--- src/rtl/tbl_lookup_rd.sv ---
// tbl_lookup_rd: table lookup with 1-cycle memory read and 4-entry ordered response FIFO
module tbl_lookup_rd #(
  parameter int ADDR_BITS = 5,
  parameter int DATA_BITS = 32,
  parameter int TAG_BITS  = 8
) (
  input  logic                 clk,
  input  logic                 rst,
  input  logic                 req_valid,
  output logic                 req_ready,
  input  logic [ADDR_BITS-1:0] req_addr,
  input  logic [TAG_BITS-1:0]  req_tag,
  output logic                 ram_enb,
  output logic [ADDR_BITS-1:0] ram_addrb,
  input  logic [DATA_BITS-1:0] ram_doutb,
  output logic                 rsp_valid,
  input  logic                 rsp_ready,
  output logic [DATA_BITS-1:0] rsp_data,
  output logic [TAG_BITS-1:0]  rsp_tag,
  output logic [31:0]          lookup_cnt
);
  logic [DATA_BITS-1:0] dmem [4];
  logic [TAG_BITS-1:0]  tmem [4];
  logic [TAG_BITS-1:0]  tag_q;
  logic [1:0]           wptr, rptr;
  logic [2:0]           occ;
  logic                 inflight, issue, pop;
  // the in-flight read reserves a slot, so the FIFO can never overflow
  assign req_ready = ~rst & ((occ + {2'b0, inflight}) < 3'd4);
  assign issue     = req_valid & req_ready;
  assign ram_enb   = issue;
  assign ram_addrb = req_addr;
  assign rsp_valid = ~rst & (occ != 3'd0);
  assign pop       = rsp_valid & rsp_ready;
  assign rsp_data  = dmem[rptr];
  assign rsp_tag   = tmem[rptr];
  always_ff @(posedge clk) begin
    if (rst) begin
      occ        <= '0;
      wptr       <= '0;
      rptr       <= '0;
      inflight   <= 1'b0;
      lookup_cnt <= '0;
    end else begin
      inflight <= issue;
      occ      <= occ + {2'b0, inflight} - {2'b0, pop};
      if (inflight) wptr <= wptr + 2'd1;
      if (pop) rptr <= rptr + 2'd1;
      if (pop) lookup_cnt <= lookup_cnt + 32'd1;
    end
  end
  always_ff @(posedge clk) begin
    if (issue) tag_q <= req_tag;
    if (inflight) begin
      dmem[wptr] <= ram_doutb;
      tmem[wptr] <= tag_q;
    end
  end
endmodule
--- config.mk ---
export PLATFORM = sky130hd
export DESIGN_NAME = tbl_lookup_rd
export DESIGN_NICKNAME = d
export VERILOG_FILES = /design/src/rtl/tbl_lookup_rd.sv
export SDC_FILE = /design/constraint.sdc
export NUM_CORES = 1
export LEC_CHECK = 0
export CAP_MARGIN = 15
export CORE_MARGIN = 10
export CORE_UTILIZATION = 45
export CTS_CLUSTER_SIZE = 16
export DETAILED_ROUTE_END_ITERATION = 10
export HOLD_SLACK_MARGIN = 0.05
export PLACE_DENSITY = 0.74
export SYNTH_ARGS = -nofsm -noshare
export SYNTH_HDL_FRONTEND = slang
export SYNTH_SLANG_ARGS = --single-unit
--- constraint.sdc ---
create_clock -name clk -period 2.05 [get_ports clk]
set_input_delay 0.41 -clock clk [delete_from_list [all_inputs] [get_ports clk]]
set_output_delay 0.41 -clock clk [all_outputs]
set_load 0.05 [all_outputs]
==> flow_metrics.py, run 1 <==
# Generated from Yosys and OpenROAD reports
metrics = {
    "setup_path": {
        "startpoint_type": "flip-flop",
        "r2r-end": "lookup_cnt[27]",
        "cp_top_family": "multiplexers",
        "cp_max_fo": 5,
        "cp-end-kind": "output port",
        "slowest_stage": "mux4_2",
        "crit_path_end": "rsp_tag[3]",
        "r2r_start": "lookup_cnt[16]",
    },
    "hold_path": {
        "worstHoldStart": "req_tag[4]",
    },
    "synthesis": {
        "syn_area_um2": 8100,
        "netlist.area_leader.share_pct": 62.3,
        "area_leaders": "edfxtp_1, mux4_2, dfxtp_1",
        "top_cell": "edfxtp_1",
        "yosys_register_bits": 210,
        "syn_area_per_cell_um2": 17.6,
        "ys_top_logic_family": "multiplexers",
        "synthArstFlopShare_pct": 0,
        "ys_sh_mux_pct": 11.4,
        "yosysTopAreaCell": "edfxtp_1",
    },
    "flow_run": {
        "cap_violations": 0,
        "warnings": 32,
    },
    "finish": {
        "syn_to_final_growth_pct": 31.7,
        "drive_gt1_share_pct": 31.5,
        "logic_gates": 213,
        "nonClockInverterCount": 10,
        "fin_cells": 863,
        "nFillCells": 1333,
        "top_regs": "dmem (128), lookup_cnt (32), tmem (32)",
        "fin_util_pct": 59.8,
    },
    "floorplanning": {
        "core_area_um2": 17800,
    },
    "final_timing": {
        "grt_setup_unrepaired": "yes",
        "setup_viol": 42,
        "final.min_clock_period_ns": 2.30,
        "setup_slack_ns": -0.249,
    },
    "route": {
        "final_antenna_net_count": 0,
        "wirelength_um": 17600,
        "m1WireLength_um": 7010,
        "dr.pass1.iters": 4,
    },
    "clock_tree": {
        "ctsResizeCount": 78,
        "root_buffer": "clkbuf_16",
        "clk_latency_ns": 0.48,
    },
    "outcome": {
        "status": "finished with violations",
        "violations": "negative setup slack",
    },
    "power_and_ir_drop": {
        "clk-power_mw": 3.67,
        "power_density_nw_per_um2": 937,
    },
    "placement": {
        "gp_congestion": 0.844,
        "portBuffers": 118,
        "post-dp-hpwl_um": 11700,
    },
}
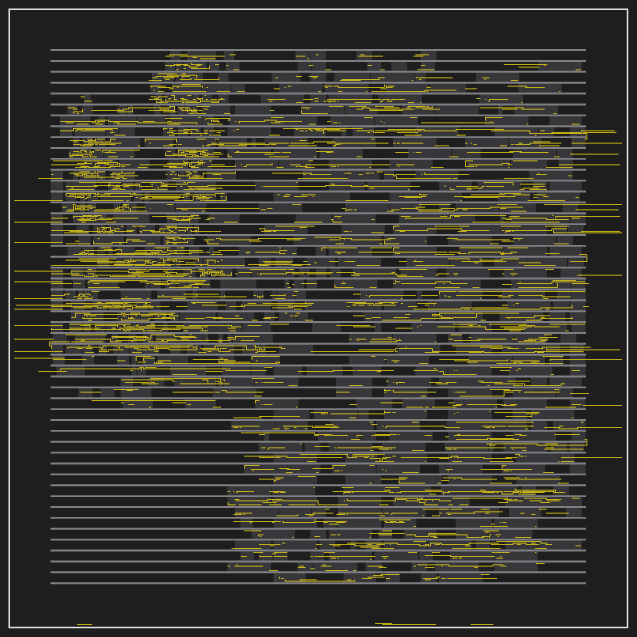
**Above:** run 1 (the metal 1 layer).
(4 px per um) Supply wires on this layer in grey.
wire length on this layer: 7010 um
share of all routed wire: 40%
longest straight run: 31.7 um

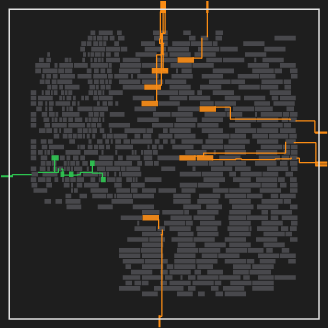
**Above:** run 1 (I/O nets highlighted).
(2 px per um)
[rsp_ready] green | direction: input | end cells: 5 | buffers: 2 | wire: 63.6 um
[rsp_tag] orange | direction: output | end cells: 8 | buffers: 8 | wire: 395 um

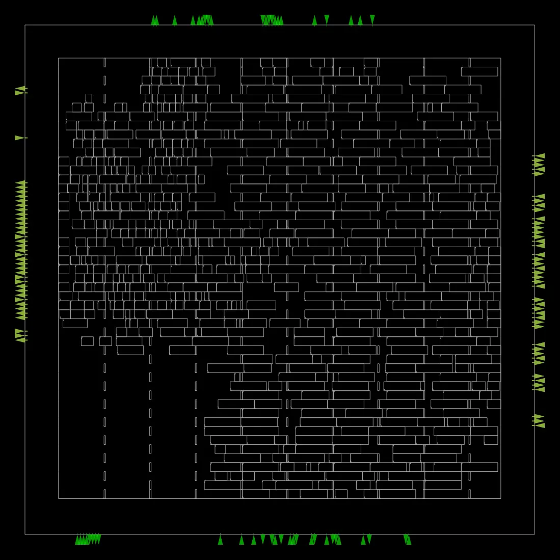
**Above:** run 1 (cell placement).
row count: 49
sequential portion of the cell area: 55.5%

==> run 2, diff against run 1 <==
--- a/config.mk
+++ b/config.mk
@@ -6,6 +6,7 @@
 export NUM_CORES = 1
 export LEC_CHECK = 0
 export CAP_MARGIN = 15
+export CORE_ASPECT_RATIO = 1.4
 export CORE_MARGIN = 10
 export CORE_UTILIZATION = 45
 export CTS_CLUSTER_SIZE = 16
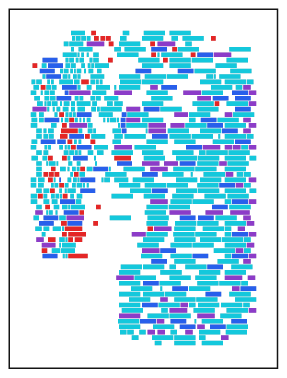
**Above:** run 2 (cell sizes after repair).
(2 px per um)
[drive 6 and up] purple | cells: 71 | share: 11% | most used: buf_6
[drive 2] blue | cells: 69 | share: 11% | most used: mux4_2
[drive 3 to 4] red | cells: 53 | share: 8.5% | most used: buf_4
[drive 1 or less] cyan | cells: 431 | share: 69% | most used: edfxtp_1

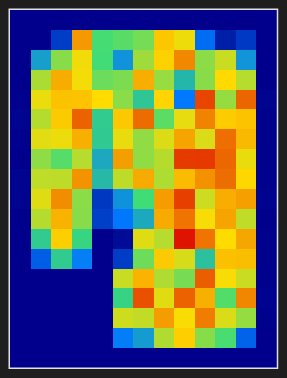
**Above:** run 2 (cell density map).
(2 px per um) The die is cut into 13 by 18 equal tiles; dark blue is low, red is high, 0 to 100% covered.
tiles over 75% full: 25%
mean over tiles: 43%
nearly empty tiles: 33%
fullest tile: 98%

==> flow_metrics.py, run 2 <==
# Generated from Yosys and OpenROAD reports
metrics = {
    "outcome": {
        "status": "finished with violations",
        "violations": "negative setup slack",
    },
    "route": {
        "final_antenna_net_count": 0,
        "wirelength_um": 17600,
        "m1WireLength_um": 6670,
        "dr.pass1.iters": 4,
        "vias": 4721,
        "route.detailed.drc": 0,
        "met3_length_um": 1390,
    },
    "final_timing": {
        "fin_crit_sh_pct": 110,
        "final.setup.tns_ns": -7.06,
        "grt_setup_unrepaired": "yes",
        "setup_viol": 42,
        "setup_slack_ns": -0.209,
        "final.min_clock_period_ns": 2.26,
    },
    "placement": {
        "dpl.cell_count": 822,
        "gp_congestion": 0.877,
        "post-dp-hpwl_um": 11600,
        "portBuffers": 118,
        "place_area_um2": 9710,
    },
    "setup_path": {
        "startpoint_type": "flip-flop",
        "slowest_stage": "mux4_2",
        "crit_type": "reg -> out",
        "cp-end-kind": "output port",
        "r2r-end": "lookup_cnt[26]",
        "required_ns": 1.64,
        "cp_max_fo": 11,
        "r2r_start": "lookup_cnt[13]",
        "crit_chain": "buf_12 -> mux4_2 -> buf_6",
        "crit_path_end": "rsp_tag[7]",
        "cp_top_family": "multiplexers",
    },
    "hold_path": {
        "min_path_cells": 1,
        "worstHoldStart": "req_tag[4]",
    },
    "synthesis": {
        "compound_area_share_pct": 3.55,
        "ys_sh_mux_pct": 11.4,
        "syn_area_um2": 8100,
        "ys_top_logic_family": "multiplexers",
        "yosysTopAreaCell": "edfxtp_1",
        "syn_nets": 519,
        "yosys_register_bits": 210,
        "yosys_warnings": 0,
        "edf_count": 168,
        "netlist.area_leader.share_pct": 62.3,
        "area_leaders": "edfxtp_1, mux4_2, dfxtp_1",
        "simple_gate_area_share_pct": 7.58,
        "synthArstFlopShare_pct": 0,
        "top_cell": "edfxtp_1",
        "syn_area_per_cell_um2": 17.6,
    },
    "clock_tree": {
        "holdBufCountCts": 0,
        "ctsResizeCount": 72,
        "cts_buffers": 20,
        "clk_latency_ns": 0.48,
        "clkTransAtPathRegs_ns": 0.06,
        "root_buffer": "clkbuf_16",
    },
    "finish": {
        "drive_gt1_share_pct": 30.9,
        "logic_gates": 214,
        "nonClockInverterCount": 10,
        "buffers": 155,
        "clkCellAreaFrac_pct": 6.28,
        "largest_reg_flops": 128,
        "num-nets-final": 669,
        "sh_seq_area_pct": 55.8,
        "top_regs": "dmem (128), lookup_cnt (32), tmem (32)",
        "fin_cells": 864,
        "nFillCells": 1356,
        "comb_area_share_pct": 19.9,
        "fin_util_pct": 59.5,
        "syn_to_final_growth_pct": 31.0,
    },
    "power_and_ir_drop": {
        "cellLeakagePower_nw": 3.62,
        "clk-power_mw": 3.71,
        "seqPwrFrac_pct": 48.2,
        "finalPower_mw": 9.97,
        "power_density_nw_per_um2": 940,
        "p_int_mw": 7.62,
        "power_leader": "registers",
    },
    "global_route": {
        "grt_max_degree": 41,
        "grt_util_met3_pct": 4.09,
        "use_met1_pct": 16.5,
        "grt_pass1_wl_um": 27700,
    },
    "flow_run": {
        "warnings": 32,
        "cap_violations": 0,
    },
    "floorplanning": {
        "core_area_um2": 17900,
        "row_count": 58,
    },
}
==> run 3, diff against run 2 <==
--- a/config.mk
+++ b/config.mk
@@ -13,6 +13,7 @@
 export DETAILED_ROUTE_END_ITERATION = 10
 export HOLD_SLACK_MARGIN = 0.05
 export PLACE_DENSITY = 0.74
+export SETUP_SLACK_MARGIN = 0.02
 export SYNTH_ARGS = -nofsm -noshare
 export SYNTH_HDL_FRONTEND = slang
 export SYNTH_SLANG_ARGS = --single-unit
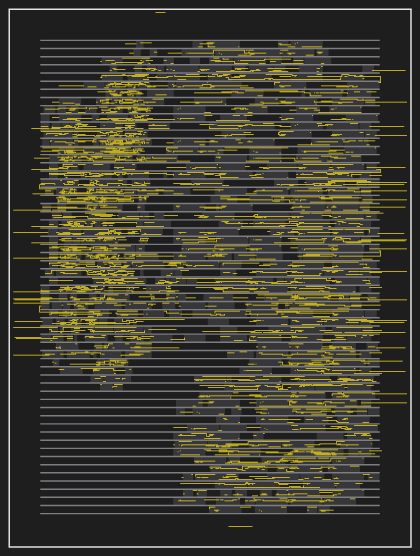
**Above:** run 3 (the metal 1 layer).
(3 px per um) Supply wires on this layer in grey.
wire length on this layer: 7100 um
share of all routed wire: 38%
main direction: horizontal

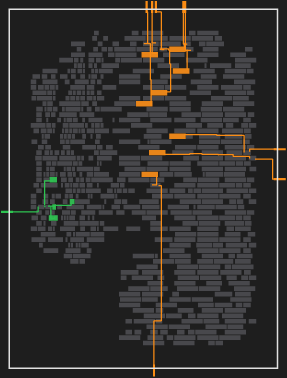
**Above:** run 3 (I/O nets highlighted).
(2 px per um)
[rsp_ready] green | direction: input | end cells: 5 | buffers: 2 | wire: 54.1 um
[rsp_tag] orange | direction: output | end cells: 8 | buffers: 8 | wire: 404 um

==> flow_metrics.py, run 3 <==
# Generated from Yosys and OpenROAD reports
metrics = {
    "setup_path": {
        "cp-end-kind": "output port",
        "r2r-end": "lookup_cnt[26]",
        "crit_type": "reg -> out",
        "cp_max_fo": 7,
        "startpoint_type": "flip-flop",
        "slowest_stage": "mux4_2",
        "crit_path_end": "rsp_data[20]",
        "cp_top_family": "multiplexers",
        "crit_chain": "buf_12 -> buf_16 -> mux4_2 -> buf_6",
        "required_ns": 1.64,
    },
    "synthesis": {
        "syn_area_per_cell_um2": 17.6,
        "netlist.area_leader.share_pct": 62.3,
        "ys_sh_mux_pct": 11.4,
        "top_cell": "edfxtp_1",
        "compound_area_share_pct": 3.55,
        "yosys_register_bits": 210,
        "simple_gate_area_share_pct": 7.58,
        "yosys.area_share.adder_pct": 1.39,
        "syn_area_um2": 8100,
        "ys_top_logic_family": "multiplexers",
        "area_leaders": "edfxtp_1, mux4_2, dfxtp_1",
        "yosysTopAreaCell": "edfxtp_1",
        "yosys_warnings": 0,
        "edf_count": 168,
        "synthArstFlopShare_pct": 0,
    },
    "clock_tree": {
        "clkTransAtPathRegs_ns": 0.06,
        "clk_latency_ns": 0.49,
        "ctsResizeCount": 86,
        "cts_buffers": 20,
        "cts_sinks": 210,
        "holdBufCountCts": 0,
    },
    "global_route": {
        "grt_pass1_wl_um": 29100,
        "use_met1_pct": 17.7,
        "grt_util_met3_pct": 4.07,
        "grt_max_degree": 41,
    },
    "power_and_ir_drop": {
        "clk-power_mw": 3.36,
        "finalPower_mw": 9.73,
        "power_density_nw_per_um2": 909,
        "seqPwrFrac_pct": 49.3,
        "power_leader": "registers",
        "p_int_mw": 7.35,
    },
    "placement": {
        "portBuffers": 118,
        "post-dp-hpwl_um": 11600,
        "place_area_um2": 9670,
        "gp_congestion": 0.874,
        "dpl.cell_count": 819,
    },
    "flow_run": {
        "warnings": 32,
        "cap_violations": 0,
    },
    "finish": {
        "num-nets-final": 673,
        "sh_seq_area_pct": 55.4,
        "fin_util_pct": 60.0,
        "buffers": 158,
        "design.seq.count": 210,
        "drive_gt1_share_pct": 32.0,
        "logic_area_um2": 2150,
        "comb_area_share_pct": 20.1,
        "fin_cells": 865,
        "logic_gates": 215,
        "clkCellAreaFrac_pct": 5.55,
        "top_regs": "dmem (128), lookup_cnt (32), tmem (32)",
        "nFillCells": 1313,
        "largest_reg_flops": 128,
        "nonClockInverterCount": 10,
    },
    "outcome": {
        "violations": "negative setup slack",
        "status": "finished with violations",
    },
    "route": {
        "route.detailed.drc": 0,
        "wl_per_cell_um": 21.3,
        "final_antenna_net_count": 0,
        "vias": 4740,
        "wirelength_um": 18400,
        "dr.pass1.iters": 4,
        "m1WireLength_um": 7100,
        "met3_length_um": 1220,
    },
    "floorplanning": {
        "core_area_um2": 17900,
        "row_count": 58,
        "die_h_um": 179,
    },
    "final_timing": {
        "setup_slack_ns": -0.206,
        "setup_viol": 42,
        "grt_setup_unrepaired": "yes",
        "final.min_clock_period_ns": 2.26,
        "final.setup.tns_ns": -7.00,
        "fin_crit_sh_pct": 110,
    },
    "hold_path": {
        "worstHoldStart": "req_tag[5]",
    },
}
